==> run_1/m1.png <==
Bar = 20 um. Cells faint in the background.
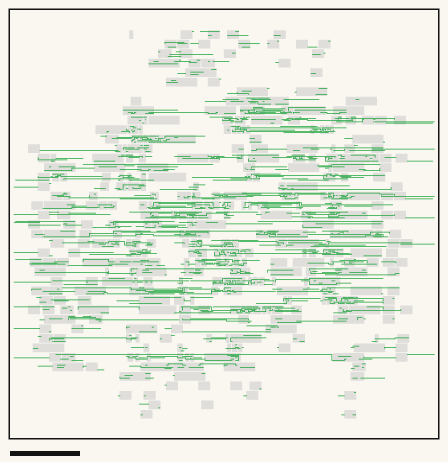
==> run_1/m2.png <==
Bar = 20 um. Cells faint in the background.
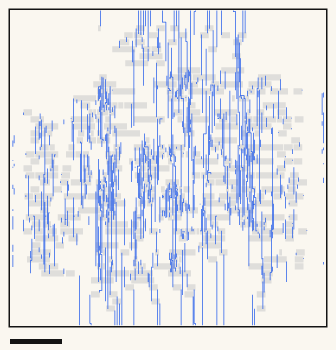
==> run_1/m3.png <==
Bar = 20 um. Cells faint in the background.
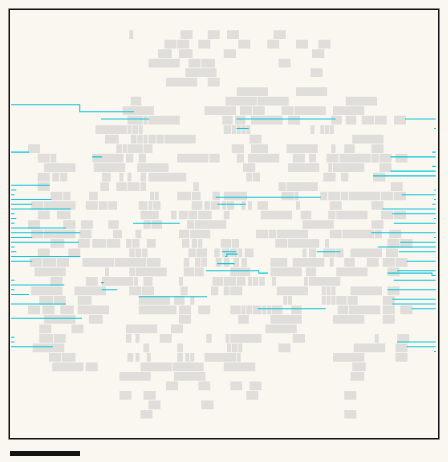
<file path="config.mk">
export PLATFORM = sky130hd
export DESIGN_NAME = frost32_decode_stage_flat
export DESIGN_NICKNAME = d
export VERILOG_FILES = /design/src/rtl/frost32_decode_stage_if.sv /design/src/rtl/frost32_decode_stage.sv /design/src/flat_wrapper.sv
export SDC_FILE = /design/constraint.sdc
export NUM_CORES = 1
export LEC_CHECK = 0
export CAP_MARGIN = 20
export CORE_MARGIN = 5
export CORE_UTILIZATION = 25
export DETAILED_ROUTE_END_ITERATION = 8
export GPL_ROUTABILITY_DRIVEN = 0
export HOLD_SLACK_MARGIN = 0.03
export PLACE_DENSITY = 0.51
export SLEW_MARGIN = 0
export SYNTH_ARGS = -nofsm -noshare
export SYNTH_HDL_FRONTEND = slang
export SYNTH_SLANG_ARGS = --single-unit
</file>
<file path="constraint.sdc">
create_clock -name clk -period 4.3 [get_ports clk]
set_clock_uncertainty 0.2 [all_clocks]
set_input_delay 0.86 -clock clk [delete_from_list [all_inputs] [get_ports clk]]
set_output_delay 0.86 -clock clk [all_outputs]
set_load 0.005 [all_outputs]
</file>
<file path="src/rtl/frost32_decode_stage_if.sv">
// rtl/frost32_decode_stage_if.sv - fetch-side and execute-side handshake bundle for the Frost32 decode stage
interface frost32_decode_stage_if #(
    parameter int INSTR_WIDTH = 32
);
    logic                   in_valid;
    logic                   in_ready;
    logic [INSTR_WIDTH-1:0] in_instr;
    logic                   out_valid;
    logic                   out_ready;
    logic [3:0]             out_group;
    logic [3:0]             out_ra;
    logic [3:0]             out_rb;
    logic [3:0]             out_rc;
    logic [3:0]             out_opcode;
    logic [INSTR_WIDTH-1:0] out_imm;
    logic [2:0]             out_ldst_type;
    logic                   out_writes_ra;
    logic                   out_illegal;

    // Surrounding pipeline: drives fetch side and downstream ready
    modport master (
        output in_valid, in_instr, out_ready,
        input  in_ready, out_valid, out_group, out_ra, out_rb, out_rc,
               out_opcode, out_imm, out_ldst_type, out_writes_ra, out_illegal
    );

    // Decode stage
    modport slave (
        input  in_valid, in_instr, out_ready,
        output in_ready, out_valid, out_group, out_ra, out_rb, out_rc,
               out_opcode, out_imm, out_ldst_type, out_writes_ra, out_illegal
    );
endinterface

</file>
<file path="src/rtl/frost32_decode_stage.sv">
// rtl/frost32_decode_stage.sv - registered Frost32 decode stage with counted stalls; optional FROST32_DECODE_ILLEGAL_TRAP_EN
module frost32_decode_stage #(
    parameter int INSTR_WIDTH       = 32,
    parameter int MUL_STALL_CYCLES  = 2,
    parameter int LDST_STALL_CYCLES = 1,
    parameter int STALL_CNT_WIDTH   = 4
) (
    input  logic                   clk,
    input  logic                   rst,
    input  logic                   flush,
    frost32_decode_stage_if.slave  bus
);

`ifdef FROST32_DECODE_ILLEGAL_TRAP_EN
    typedef enum logic [1:0] {IDLE, STALL, TRAP} state_t;
`else
    typedef enum logic [1:0] {IDLE, STALL} state_t;
`endif

    localparam logic [STALL_CNT_WIDTH-1:0] MUL_CNT  = STALL_CNT_WIDTH'(MUL_STALL_CYCLES);
    localparam logic [STALL_CNT_WIDTH-1:0] LDST_CNT = STALL_CNT_WIDTH'(LDST_STALL_CYCLES);

    state_t                     state;
    logic [STALL_CNT_WIDTH-1:0] stall_cnt;

    // Field positions are defined on the low 32 bits; wider words are ignored above bit 31
    logic [31:0]            word;
    logic [3:0]             dec_group;
    logic [3:0]             dec_opcode;
    logic                   fill_nz;
    logic                   dec_illegal;
    logic [INSTR_WIDTH-1:0] dec_imm;
    logic [2:0]             dec_ldst_type;
    logic                   dec_writes_ra;
    logic                   dec_is_mul;
    logic                   dec_is_ldst;
    logic                   accept;

    assign word       = bus.in_instr[31:0];
    assign dec_group  = word[31:28];
    assign dec_opcode = (dec_group == 4'd1 || dec_group == 4'd2) ? word[19:16] : word[3:0];
    assign fill_nz    = |word[15:4];

    assign bus.in_ready = !rst && (state == IDLE) && (!bus.out_valid || bus.out_ready) && !flush;
    assign accept       = bus.in_valid && bus.in_ready;

    // Combinational decode of the presented word
    always_comb begin
        dec_illegal = 1'b0;
        if (dec_group > 4'd5)
            dec_illegal = 1'b1;
        if (dec_group == 4'd0 && dec_opcode >= 4'd14)
            dec_illegal = 1'b1;
        if ((dec_group == 4'd2 || dec_group == 4'd3 || dec_group == 4'd4) && dec_opcode >= 4'd10)
            dec_illegal = 1'b1;
        if ((dec_group == 4'd0 || dec_group == 4'd3 || dec_group == 4'd4) && fill_nz)
            dec_illegal = 1'b1;
        if (dec_group == 4'd5 && !dec_opcode[3] && fill_nz)
            dec_illegal = 1'b1;

        dec_imm = '0;
        if (!dec_illegal) begin
            case (dec_group)
                4'd1: begin
                    if (dec_opcode == 4'd3 || dec_opcode == 4'd5 || dec_opcode == 4'd14)
                        dec_imm = INSTR_WIDTH'($signed(word[15:0]));
                    else if (dec_opcode == 4'd15)
                        dec_imm = INSTR_WIDTH'({word[15:0], 16'h0000});
                    else
                        dec_imm = INSTR_WIDTH'(word[15:0]);
                end
                4'd2: dec_imm = INSTR_WIDTH'($signed(word[15:0]));
                4'd5: if (dec_opcode[3]) dec_imm = INSTR_WIDTH'($signed(word[15:4]));
                default: dec_imm = '0;
            endcase
        end

        dec_ldst_type = (dec_group == 4'd5) ? dec_opcode[2:0] : 3'd0;
        dec_writes_ra = !dec_illegal &&
                        ((dec_group == 4'd0) || (dec_group == 4'd1) ||
                         (dec_group == 4'd5 && dec_opcode[2:0] <= 3'd4));
        dec_is_mul    = !dec_illegal && (dec_group == 4'd0 || dec_group == 4'd1) && (dec_opcode == 4'd6);
        dec_is_ldst   = !dec_illegal && (dec_group == 4'd5);
    end

`ifndef FROST32_DECODE_ILLEGAL_TRAP_EN
    assign bus.out_illegal = 1'b0;
`endif

    // Output bundle register, stall counter and stage state machine
    always_ff @(posedge clk or posedge rst) begin
        if (rst) begin
            state             <= IDLE;
            stall_cnt         <= '0;
            bus.out_valid     <= 1'b0;
            bus.out_group     <= '0;
            bus.out_ra        <= '0;
            bus.out_rb        <= '0;
            bus.out_rc        <= '0;
            bus.out_opcode    <= '0;
            bus.out_imm       <= '0;
            bus.out_ldst_type <= '0;
            bus.out_writes_ra <= 1'b0;
`ifdef FROST32_DECODE_ILLEGAL_TRAP_EN
            bus.out_illegal   <= 1'b0;
`endif
        end else if (flush) begin
            state         <= IDLE;
            stall_cnt     <= '0;
            bus.out_valid <= 1'b0;
        end else begin
            if (accept) begin
                bus.out_valid     <= 1'b1;
                bus.out_group     <= dec_group;
                bus.out_ra        <= word[27:24];
                bus.out_rb        <= word[23:20];
                bus.out_rc        <= word[19:16];
                bus.out_opcode    <= dec_opcode;
                bus.out_imm       <= dec_imm;
                bus.out_ldst_type <= dec_ldst_type;
                bus.out_writes_ra <= dec_writes_ra;
`ifdef FROST32_DECODE_ILLEGAL_TRAP_EN
                bus.out_illegal   <= dec_illegal;
            end else if (bus.out_valid && bus.out_ready && state != TRAP) begin
`else
            end else if (bus.out_valid && bus.out_ready) begin
`endif
                bus.out_valid <= 1'b0;
            end

            case (state)
                IDLE: begin
                    if (accept) begin
`ifdef FROST32_DECODE_ILLEGAL_TRAP_EN
                        if (dec_illegal) begin
                            state <= TRAP;
                        end else
`endif
                        if (dec_is_mul && MUL_STALL_CYCLES > 0) begin
                            state     <= STALL;
                            stall_cnt <= MUL_CNT;
                        end else if (dec_is_ldst && LDST_STALL_CYCLES > 0) begin
                            state     <= STALL;
                            stall_cnt <= LDST_CNT;
                        end
                    end
                end
                STALL: begin
                    stall_cnt <= stall_cnt - 1'b1;
                    if (stall_cnt <= 1)
                        state <= IDLE;
                end
                default: state <= state;
            endcase
        end
    end

endmodule

</file>
<file path="src/flat_wrapper.sv">
// flat-port wrapper written by rule: the top's interface ports become plain ports
module frost32_decode_stage_flat 
#(
    parameter int INSTR_WIDTH       = 32,
    parameter int MUL_STALL_CYCLES  = 2,
    parameter int LDST_STALL_CYCLES = 1,
    parameter int STALL_CNT_WIDTH   = 4
)
  (clk, rst, flush, bus_in_valid, bus_in_instr, bus_out_ready, bus_in_ready, bus_out_valid, bus_out_group, bus_out_ra, bus_out_rb, bus_out_rc, bus_out_opcode, bus_out_imm, bus_out_ldst_type, bus_out_writes_ra, bus_out_illegal);
  frost32_decode_stage_if #(.INSTR_WIDTH(INSTR_WIDTH)) bus_i ();
  input  logic clk;
  input  logic rst;
  input  logic flush;
  input wire logic [$bits(bus_i.in_valid)-1:0] bus_in_valid;
  input wire logic [$bits(bus_i.in_instr)-1:0] bus_in_instr;
  input wire logic [$bits(bus_i.out_ready)-1:0] bus_out_ready;
  output wire logic [$bits(bus_i.in_ready)-1:0] bus_in_ready;
  output wire logic [$bits(bus_i.out_valid)-1:0] bus_out_valid;
  output wire logic [$bits(bus_i.out_group)-1:0] bus_out_group;
  output wire logic [$bits(bus_i.out_ra)-1:0] bus_out_ra;
  output wire logic [$bits(bus_i.out_rb)-1:0] bus_out_rb;
  output wire logic [$bits(bus_i.out_rc)-1:0] bus_out_rc;
  output wire logic [$bits(bus_i.out_opcode)-1:0] bus_out_opcode;
  output wire logic [$bits(bus_i.out_imm)-1:0] bus_out_imm;
  output wire logic [$bits(bus_i.out_ldst_type)-1:0] bus_out_ldst_type;
  output wire logic [$bits(bus_i.out_writes_ra)-1:0] bus_out_writes_ra;
  output wire logic [$bits(bus_i.out_illegal)-1:0] bus_out_illegal;
  assign bus_i.in_valid = bus_in_valid;
  assign bus_i.in_instr = bus_in_instr;
  assign bus_i.out_ready = bus_out_ready;
  assign bus_in_ready = bus_i.in_ready;
  assign bus_out_valid = bus_i.out_valid;
  assign bus_out_group = bus_i.out_group;
  assign bus_out_ra = bus_i.out_ra;
  assign bus_out_rb = bus_i.out_rb;
  assign bus_out_rc = bus_i.out_rc;
  assign bus_out_opcode = bus_i.out_opcode;
  assign bus_out_imm = bus_i.out_imm;
  assign bus_out_ldst_type = bus_i.out_ldst_type;
  assign bus_out_writes_ra = bus_i.out_writes_ra;
  assign bus_out_illegal = bus_i.out_illegal;
  frost32_decode_stage #(.INSTR_WIDTH(INSTR_WIDTH), .MUL_STALL_CYCLES(MUL_STALL_CYCLES), .LDST_STALL_CYCLES(LDST_STALL_CYCLES), .STALL_CNT_WIDTH(STALL_CNT_WIDTH)) u_core (.clk(clk), .rst(rst), .flush(flush), .bus(bus_i));
endmodule
</file>
==> results_slide.txt, run 1 <==
Key Metrics from the Run

Routing
  • Top Metal Used: met4
  • Per-cell routed wire length: 16.7 um
  • Wire length on met3: 691 um
  • DRT Pass-1 Iters: 5

Job
  • Max Cap Violations: 0
  • Tool warnings: 27

Setup path
  • R2r setup slk: approximately 1.7 ns
  • CP max FO: 20
  • Slowest-stage cell, CP: clkdlybuf4s50_1

Clock network
  • H-Tree Depth: 3
  • Root buf cell: clkbuf_16
  • CTS Buf Count: 9
  • CTS tree: built

Cells and area
  • Multi-input comb cells: 213
  • Fin area: around 4600 sq um
  • Most common logic cell in the routed design: clkdlybuf4s50_1
  • Multi-input gate area: around 1500 sq um

Min path
  • Hold_sp: u_core.bus.out_imm[15]$_DFFE_PP0P_

Status
  • Status: finished clean

Die
  • Tap Cells: 172
  • Die X: 123 um

GRT
  • Most Crowded Layer GR: met2
  • Total grt overflow: 0

Final timing
  • Final max-slew violation count: 0

Yosys
  • Mean Syn Cell Area: ~11 sq um
  • Top-area cell share: 48.9%
  • Flip-flops with a built-in enable: 0
  • Netlist Area Pre-Place: 3170 sq um

Pwr
  • PnR Total Power: 1.69 mW
  • Clk pwr share: a little under half
  • Switching Power: a little under 0.4 mW

Placed design
  • IO Port Bufs: 94
-- m1.png (at the start) --
The layer holds 46% of the routed length. 368 nets have wire on it. The longest straight run is 79.1 um. The layer carries 4,370 um of wire. The wires run mostly horizontal.
Routed WL: 9460 um
met1 global-route usage: 17.8%
via count: 2,672

-- m2.png (at the start) --
372 nets have wire on it. The longest straight run is 43.5 um. The layer holds 46% of the routed length. The layer carries 4,310 um of wire.

-- m3.png (at the start) --
69 nets have wire on it. The longest straight run is 29.9 um. The layer holds 7.3% of the routed length. The layer carries 692 um of wire. The wires run mostly horizontal.
met3 Use GR: 3.96%

==> run_1/congestion_map.png <==
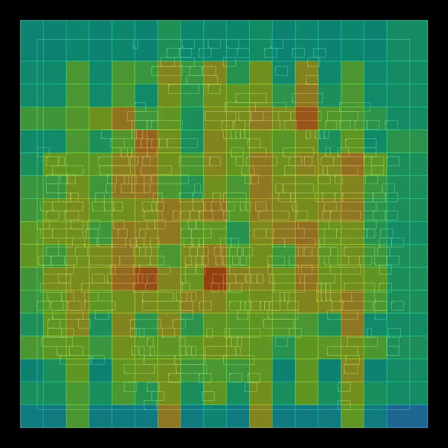

==> run 2, diff against run 1 <==
==> constraint.sdc (replaced) <==
create_clock -name clk -period 3.6 [get_ports clk]
set_clock_uncertainty 0.2 [all_clocks]
set_input_delay 0.72 -clock clk [delete_from_list [all_inputs] [get_ports clk]]
set_output_delay 0.72 -clock clk [all_outputs]
set_load 0.005 [all_outputs]
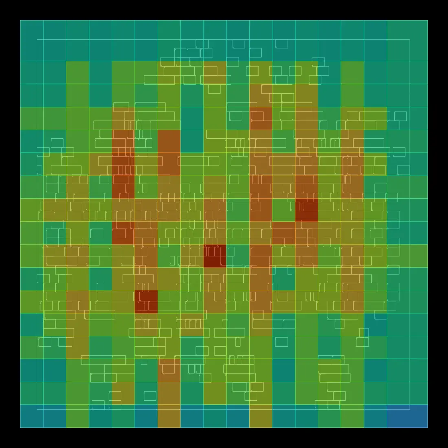
(run_2/congestion_map.png)
Final Util: 36.8%
met3 Use GR: 3.87%
met2 usage: 20.8%

==> run 2 against run 1 <==
  * Clock power grew 7.3%
  * Clock-buffer cell count fell by 1
  * Critical path depth unchanged
  * Sequential share of layout area is 0.22 points lower
  * Combinational power is 22% higher
  * Hold slack worse by 0.0076 ns
  * Flip-flop count is the same
  * Non-clock buffer count increased by 8
  * Sequential power grew 19%
  * Routed wire length rose by 0.49%
  * Highest routed layer unchanged
==> results_slide.txt, run 2 <==
Key Metrics from the Run

Clock network
  • CTS Buf Count: 9 (unchanged)
  • H-Tree Depth: 3 (unchanged)
  • Root buf cell: clkbuf_16
  • CTS tree: built

Setup path
  • R2r setup slk: 1.19 ns (-0.52 ns)
  • CP required: 3.61 ns
  • CP max FO: 15 (-25%)

Yosys
  • Primary FF master, synth: dfrtp_1
  • Top-area cell share: 48.9% (unchanged)
  • Netlist Area Pre-Place: 3170 sq um (unchanged)

Cells and area
  • Multi-input comb cells: 213 (unchanged)
  • Multi-input gate area: 1470 sq um (unchanged)
  • Fin area: 4600 sq um (+0.66%)
  • Most common logic cell in the routed design: clkdlybuf4s50_1

Die
  • Die X: 123 um (unchanged)
  • Tap Cells: 172 (unchanged)

Min path
  • Hold_sp: u_core.bus.out_opcode[2]$_DFFE_PP0P_

Routing
  • Wire length on met3: 595 um (-14%)
  • Per-cell routed wire length: 16.5 um (-0.91%)
  • Via count: 2,760 (+3.3%)
  • Initial drt markers: 142
  • Routed WL: 9500 um (+0.49%)

GRT
  • Total grt overflow: 0 (unchanged)
  • Met1 global-route usage: 17.9% (+0.058 points)

Final timing
  • Final max-slew violation count: 0 (unchanged)

Pwr
  • Clk pwr share: 43.8% (-2.8 points)
  • Switching Power: 0.457 mW (+19%)
  • PnR Total Power: 1.94 mW (+14%)

Job
  • Tool warnings: 27 (unchanged)
  • Max Cap Violations: 0 (unchanged)

Placed design
  • IO Port Bufs: 94 (unchanged)

Status
  • Status: finished clean
No activity file was given, so power comes from the tool's default toggle rates.
